Clock nets:
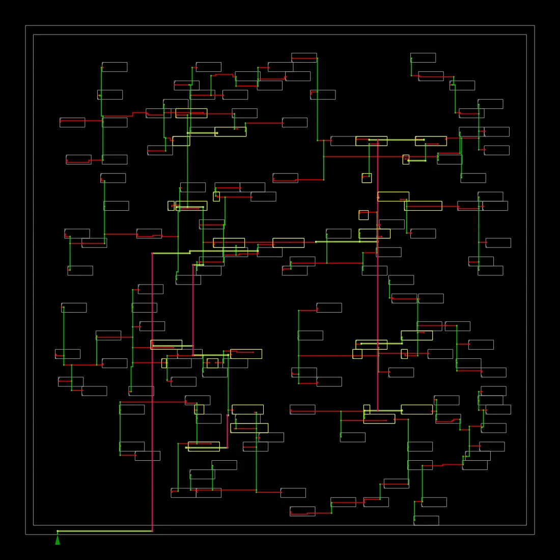
Signal wires by layer:
Two of the layers only.
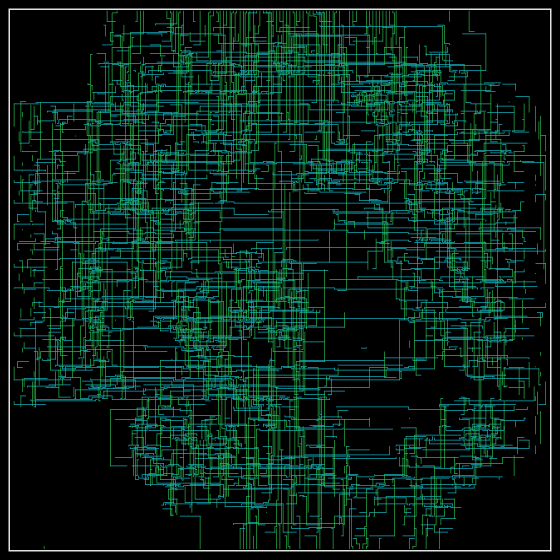
Pin map:
Pins as bars across the die edge, other pins in grey.
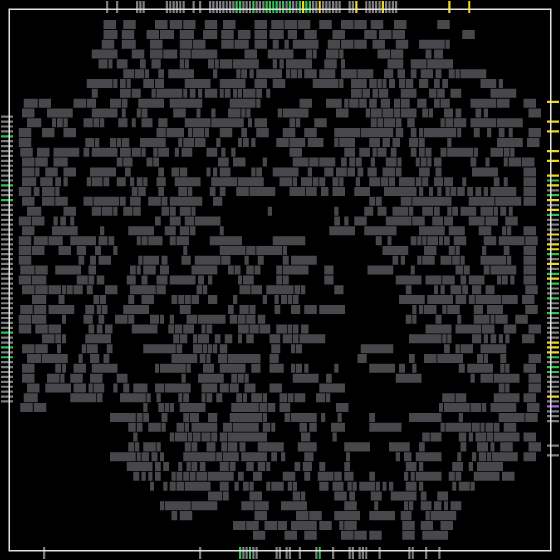
Selected gate families:
Bar = 50 µm.
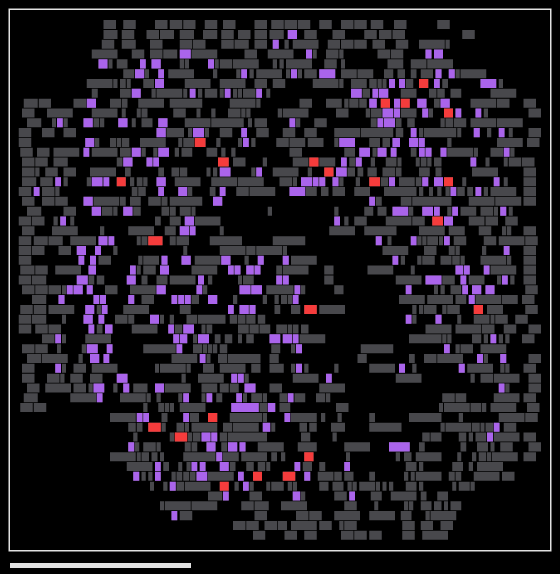
Sequential cells grouped by signal name:
Bar = 50 µm. Other sequential cells in the stronger grey, the rest of the logic in the fainter grey.
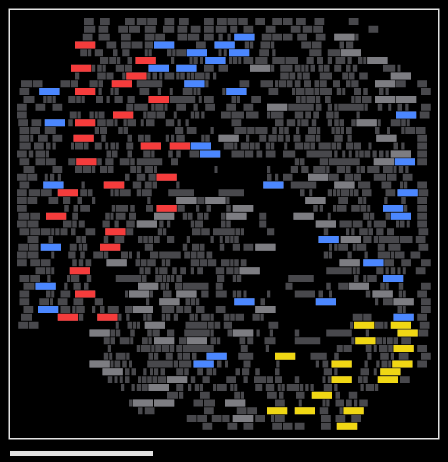
### config.mk
export PLATFORM = sky130hd
export DESIGN_NAME = ol_sequencer_flat
export DESIGN_NICKNAME = d
export VERILOG_FILES = /design/src/rtl/ol_sequencer_pkg.sv /design/src/rtl/ol_sequencer_if.sv /design/src/rtl/ol_entry_decode.sv /design/src/rtl/ol_sequencer.sv /design/src/flat_wrapper.sv
export SDC_FILE = /design/constraint.sdc
export NUM_CORES = 1
export LEC_CHECK = 0
export ABC_AREA = 0
export CAP_MARGIN = 20
export CORE_MARGIN = 2
export CORE_UTILIZATION = 35
export DETAILED_ROUTE_END_ITERATION = 10
export PLACE_DENSITY_LB_ADDON = 0.25
export SYNTH_ARGS = -nofsm -noshare
export SYNTH_HDL_FRONTEND = slang
export SYNTH_SLANG_ARGS = --single-unit
### constraint.sdc
create_clock -name clock -period 4 [get_ports clock]
set_clock_uncertainty 0.1 [all_clocks]
set_input_delay 0.4 -clock clock [delete_from_list [all_inputs] [get_ports clock]]
set_output_delay 0.4 -clock clock [all_outputs]
set_load 0.05 [all_outputs]
### src/rtl/ol_sequencer_pkg.sv
// Shared types and list-entry encoding for the PVR ISP object-list sequencer.
// Imported by the entry decoder and the sequencer top.
package pvr_ol_pkg;

   typedef enum logic [2:0] {
      ST_IDLE,
      ST_FETCH,
      ST_DECODE,
      ST_ISSUE,
      ST_DRAW,
      ST_DONE
   } state_t;

   typedef enum logic [1:0] {
      KIND_PRIM,
      KIND_LINK,
      KIND_EOL,
      KIND_RSVD
   } entry_kind_t;

   // bit31 clear marks a triangle strip; otherwise [31:29] is the opcode
   localparam int STRIP_BIT = 31;
   localparam int OP_MSB    = 31;
   localparam int OP_LSB    = 29;
   localparam int EOL_BIT   = 28;

   localparam logic [2:0] OP_TRI_ARRAY  = 3'b100;
   localparam logic [2:0] OP_QUAD_ARRAY = 3'b101;
   localparam logic [2:0] OP_RESERVED   = 3'b110;
   localparam logic [2:0] OP_LINK       = 3'b111;

   localparam int PRIM_ADDR_MSB = 20;
   localparam int LINK_MSB      = 23;
   localparam int LINK_LSB      = 2;

endpackage

### src/rtl/ol_sequencer_if.sv
// VRAM port and ISP parser handshake between the sequencer (master) and
// the VRAM/parser side (slave).
interface ol_sequencer_if;
   logic        vram_rd;
   logic [23:0] vram_addr;
   logic [31:0] vram_din;
   logic        isp_vram_rd;
   logic [23:0] isp_vram_addr;
   logic        isp_grant;
   logic [31:0] opb_word;
   logic [23:0] poly_addr;
   logic        render_poly;
   logic        poly_drawn;

   modport master (
      output vram_rd, vram_addr, isp_grant, opb_word, poly_addr, render_poly,
      input  vram_din, isp_vram_rd, isp_vram_addr, poly_drawn
   );

   modport slave (
      input  vram_rd, vram_addr, isp_grant, opb_word, poly_addr, render_poly,
      output vram_din, isp_vram_rd, isp_vram_addr, poly_drawn
   );
endinterface

### src/rtl/ol_entry_decode.sv
// Combinational classifier for one object-list word: kind, primitive
// parameter address and link target.
module ol_entry_decode
   import pvr_ol_pkg::*;
(
   input  logic [31:0]  entry,
   input  logic [23:0]  param_base,
   output entry_kind_t  kind,
   output logic [23:0]  prim_addr,
   output logic [23:0]  link_target
);

   logic [2:0] opcode;
   logic       unused_bits;

   assign opcode      = entry[OP_MSB:OP_LSB];
   // bits 27:24 carry no information the walker needs
   assign unused_bits = ^entry[27:24];

   always_comb begin
      // NOTE: default assignment first so every path drives kind and no latch is inferred.
      kind = KIND_RSVD;
      if (!entry[STRIP_BIT]) begin
         kind = KIND_PRIM;
      end else begin
         case (opcode)
            OP_TRI_ARRAY, OP_QUAD_ARRAY: kind = KIND_PRIM;
            OP_LINK:                     kind = entry[EOL_BIT] ? KIND_EOL : KIND_LINK;
            OP_RESERVED:                 kind = KIND_RSVD;
            default:                     kind = KIND_RSVD;
         endcase
      end
   end

   assign prim_addr   = param_base + {1'b0, entry[PRIM_ADDR_MSB:0], 2'b00};
   assign link_target = {entry[LINK_MSB:LINK_LSB], 2'b00};

endmodule

### src/rtl/ol_sequencer.sv
// Walks one tile's object list, launching the ISP parser per primitive and
// lending it the shared VRAM read port while it draws.
module ol_sequencer
   import pvr_ol_pkg::*;
#(
   parameter int MAX_ENTRIES = 4096,
   parameter int TIMEOUT     = 1024
) (
   input  logic          clock,
   input  logic          reset,
   input  logic          start,
   input  logic [23:0]   ol_base,
   input  logic [23:0]   param_base,
   output logic          busy,
   output logic          done,
   output logic          error,
   output logic [15:0]   prim_count,
   ol_sequencer_if.master bus
);

   localparam int ENT_W = $clog2(MAX_ENTRIES + 1);
   localparam int TMO_W = $clog2(TIMEOUT + 1);

   state_t            state;
   logic [23:0]       cur;
   logic [ENT_W-1:0]  ent_cnt;
   logic [ENT_W-1:0]  ent_next;
   logic [TMO_W-1:0]  tmo_cnt;
   logic [TMO_W-1:0]  tmo_next;
   entry_kind_t       kind;
   logic [23:0]       prim_addr;
   logic [23:0]       link_target;

   ol_entry_decode u_decode (
      .entry       (bus.vram_din),
      .param_base  (param_base),
      .kind        (kind),
      .prim_addr   (prim_addr),
      .link_target (link_target)
   );

   assign ent_next        = ent_cnt + ENT_W'(1);
   assign tmo_next        = tmo_cnt + TMO_W'(1);
   assign busy            = (state != ST_IDLE);
   assign done            = (state == ST_DONE);
   assign bus.render_poly = (state == ST_ISSUE);
   assign bus.isp_grant   = (state == ST_DRAW);

   // The parser's strobe only reaches VRAM while it owns the port.
   always_comb begin
      bus.vram_rd   = 1'b0;
      bus.vram_addr = cur;
      case (state)
         ST_FETCH: bus.vram_rd = 1'b1;
         ST_DRAW: begin
            bus.vram_rd   = bus.isp_vram_rd;
            bus.vram_addr = bus.isp_vram_addr;
         end
         default: ;
      endcase
   end

   // NOTE: sequential state uses non-blocking assignments so every register samples pre-edge values.
   always_ff @(posedge clock) begin
      if (reset) begin
         state        <= ST_IDLE;
         cur          <= '0;
         ent_cnt      <= '0;
         tmo_cnt      <= '0;
         error        <= 1'b0;
         prim_count   <= '0;
         bus.opb_word <= '0;
         bus.poly_addr <= '0;
      end else begin
         case (state)
            ST_IDLE: begin
               if (start) begin
                  state      <= ST_FETCH;
                  cur        <= ol_base;
                  ent_cnt    <= '0;
                  error      <= 1'b0;
                  prim_count <= '0;
               end
            end
            ST_FETCH: state <= ST_DECODE;
            ST_DECODE: begin
               ent_cnt <= ent_next;
               // Entry limit guards against cyclic lists and wins over the decode.
               if (ent_next == ENT_W'(MAX_ENTRIES)) begin
                  error <= 1'b1;
                  state <= ST_DONE;
               end else begin
                  case (kind)
                     KIND_PRIM: begin
                        bus.opb_word  <= bus.vram_din;
                        bus.poly_addr <= prim_addr;
                        cur           <= cur + 24'd4;
                        state         <= ST_ISSUE;
                     end
                     KIND_LINK: begin
                        cur   <= link_target;
                        state <= ST_FETCH;
                     end
                     KIND_EOL: state <= ST_DONE;
                     default: begin
                        cur   <= cur + 24'd4;
                        state <= ST_FETCH;
                     end
                  endcase
               end
            end
            ST_ISSUE: begin
               tmo_cnt <= '0;
               state   <= ST_DRAW;
            end
            ST_DRAW: begin
               if (bus.poly_drawn) begin
                  if (prim_count != 16'hFFFF) prim_count <= prim_count + 16'd1;
                  state <= ST_FETCH;
               end else if (tmo_next == TMO_W'(TIMEOUT)) begin
                  error <= 1'b1;
                  state <= ST_DONE;
               end else begin
                  tmo_cnt <= tmo_next;
               end
            end
            ST_DONE: state <= ST_IDLE;
            default: state <= ST_IDLE;
         endcase
      end
   end

endmodule

### src/flat_wrapper.sv
// flat-port wrapper written by rule: the top's interface ports become plain ports
module ol_sequencer_flat import pvr_ol_pkg::*;
#(
   parameter int MAX_ENTRIES = 4096,
   parameter int TIMEOUT     = 1024
)
  (clock, reset, start, ol_base, param_base, busy, done, error, prim_count, bus_vram_rd, bus_vram_addr, bus_isp_grant, bus_opb_word, bus_poly_addr, bus_render_poly, bus_vram_din, bus_isp_vram_rd, bus_isp_vram_addr, bus_poly_drawn);
  ol_sequencer_if bus_i ();
  input  logic clock;
  input  logic reset;
  input  logic start;
  input  logic [23:0] ol_base;
  input  logic [23:0] param_base;
  output logic busy;
  output logic done;
  output logic error;
  output logic [15:0] prim_count;
  output wire logic [$bits(bus_i.vram_rd)-1:0] bus_vram_rd;
  output wire logic [$bits(bus_i.vram_addr)-1:0] bus_vram_addr;
  output wire logic [$bits(bus_i.isp_grant)-1:0] bus_isp_grant;
  output wire logic [$bits(bus_i.opb_word)-1:0] bus_opb_word;
  output wire logic [$bits(bus_i.poly_addr)-1:0] bus_poly_addr;
  output wire logic [$bits(bus_i.render_poly)-1:0] bus_render_poly;
  input wire logic [$bits(bus_i.vram_din)-1:0] bus_vram_din;
  input wire logic [$bits(bus_i.isp_vram_rd)-1:0] bus_isp_vram_rd;
  input wire logic [$bits(bus_i.isp_vram_addr)-1:0] bus_isp_vram_addr;
  input wire logic [$bits(bus_i.poly_drawn)-1:0] bus_poly_drawn;
  assign bus_vram_rd = bus_i.vram_rd;
  assign bus_vram_addr = bus_i.vram_addr;
  assign bus_isp_grant = bus_i.isp_grant;
  assign bus_opb_word = bus_i.opb_word;
  assign bus_poly_addr = bus_i.poly_addr;
  assign bus_render_poly = bus_i.render_poly;
  assign bus_i.vram_din = bus_vram_din;
  assign bus_i.isp_vram_rd = bus_isp_vram_rd;
  assign bus_i.isp_vram_addr = bus_isp_vram_addr;
  assign bus_i.poly_drawn = bus_poly_drawn;
  ol_sequencer #(.MAX_ENTRIES(MAX_ENTRIES), .TIMEOUT(TIMEOUT)) u_core (.clock(clock), .reset(reset), .start(start), .ol_base(ol_base), .param_base(param_base), .busy(busy), .done(done), .error(error), .prim_count(prim_count), .bus(bus_i));
endmodule
==> impl_metrics.toml <==
# implementation run metrics
[logic_synthesis]
area_leaders = "dfxtp_1 (33%), a21oi_1 (7.9%), nand2_1 (7.3%)"
synth_adder_area_share_pct = 4.49
ys_seq_elements = 124
ys.flop_type = "dfxtp_1"
yosys_cells = 958
top_cell_area_share_pct = 33.5
yosysChipArea_mm2 = 0.00742
ys_seq_share_pct = 33.5
ys_sh_xor_pct = 4.61
yosys_warnings = 0
synth-async-reset-ratio_pct = 0
syn_area_per_cell_um2 = 7.74
ys_top_logic_family = "simple AND/OR/NAND/NOR gates"

[detailed_routing]
drcViolationCount = 0
wl_met2_um = 10700
dr.pass1.iters = 5
wl_per_cell_um = 16.7
final_antenna_net_count = 0
vias = 7641
wl_um = 23800

[sta]
rsz0062_at_grt = "no"
fmax_mhz = 306
maxSlewViolCount = 0
whs_ps = 293
worst_slack_ps = 727
setup_viol = 0
setup_tns_ps = 0
finalCritPeriodShare_pct = 81.8
relSlewSlack_pct = 33.0

[critical_path]
arrival_ps = 2770
crit_end = "bus_vram_addr[0]"
r2r_setup_slack_ps = 920
cp.depth = 4
crit_path_top_delay_cell = "clkdlybuf4s50_1"
cp.required_ps = 3500
crit_buf_inv = 2
cp-end-kind = "output port"
crit_start = "u_core.state[2]"
r2r-start = "u_core.ent_cnt[0]"

[final_layout]
layout.cells.non_filler = 1428
ff_latch_area_mm2 = 0.00248
largest_reg_flops = 32
syn_to_final_growth_pct = 38.5
comb_share_pct = 44.8
num-multi-input-gates = 757
lay_top_count = "clkdlybuf4s50_1"
mostFrequentLayoutCells = "clkdlybuf4s50_1 (209), nand2_1 (144), dfxtp_1 (124), a21oi_1 (117), nor2_1 (97)"
final_area_mm2 = 0.0103
comb_area_mm2 = 0.00460
largestRegisters = "u_core.bus.opb_word: 32 flops, u_core.bus.poly_addr: 24 flops, u_core.cur: 24 flops"
antenna_cells = 0
signal_buffers = 221

[place]
dp_slack_ps = 853
dpl-instance-area_mm2 = 0.00970

[cts]
clkSlewWorstSetupHoldPaths_ps = 60
hold_buffers = 0
htreeDepth = 4
post-cts-setup-buffers = 0
root_buffer = "clkbuf_16"

[grt]
grt_pass1_wl_um = 37500
grt_use_total_pct = 21.2
grt_start_max_net_pins = 60
grt_pass1_vias = 7089
use_met3_pct = 4.94
gr-usage-met2_pct = 33.0

[power_and_ir_drop]
cellPowerDensity_mw_per_mm2 = 371
p_switching_mw = 1.21
comb_power_share_pct = 24.6
top_power_group = "clock"
internal-power_mw = 2.60

[status]
status = "completed"

[die]
fp_util_pct = 35.5
chip_area_mm2 = 0.0224
tap_cells = 275
fp.dieW_um = 150
die_h_um = 150

[flow_run]
drv_cap = 0

[hold_path]
hold_start = "reset"
hold_depth = 2
hold_class = "input port to register"
Notes on 'clock nets' above:
flop count: 124
worst skew pair latency: 420 ps
CTS Buf Count: 17
clock buf count: 19
clock group total power: 1.51 mW

Notes on 'signal wires by layer' above:
| colour | layer | wire length |
|---|---|---|
| cyan | met1 | 11300 µm |
| green | met2 | 10700 µm |

Notes on 'pin map' above:
| colour | port | pins | direction | edge |
|---|---|---|---|---|
| purple | `bus_isp_vram_rd` | 1 | input | east |
| yellow | `bus_poly_addr` | 24 | output | 18 east, 6 north |
| green | `bus_opb_word` | 32 | output | 12 north, 11 east, 6 west, 3 south |

Notes on 'selected gate families' above:
| colour | family | cells |
|---|---|---|
| red | AND-OR and OR-AND gates | 22 |
| purple | inverting AOI/OAI gates | 252 |

Notes on 'sequential cells grouped by signal name' above:
| colour | name in the netlist | flops |
|---|---|---|
| blue | `u_core.bus.opb_word` | 32 |
| yellow | `u_core.prim_count` | 16 |
| red | `u_core.cur` | 24 |
not coloured: 52

No activity file was given, so power comes from the tool's default toggle rates.
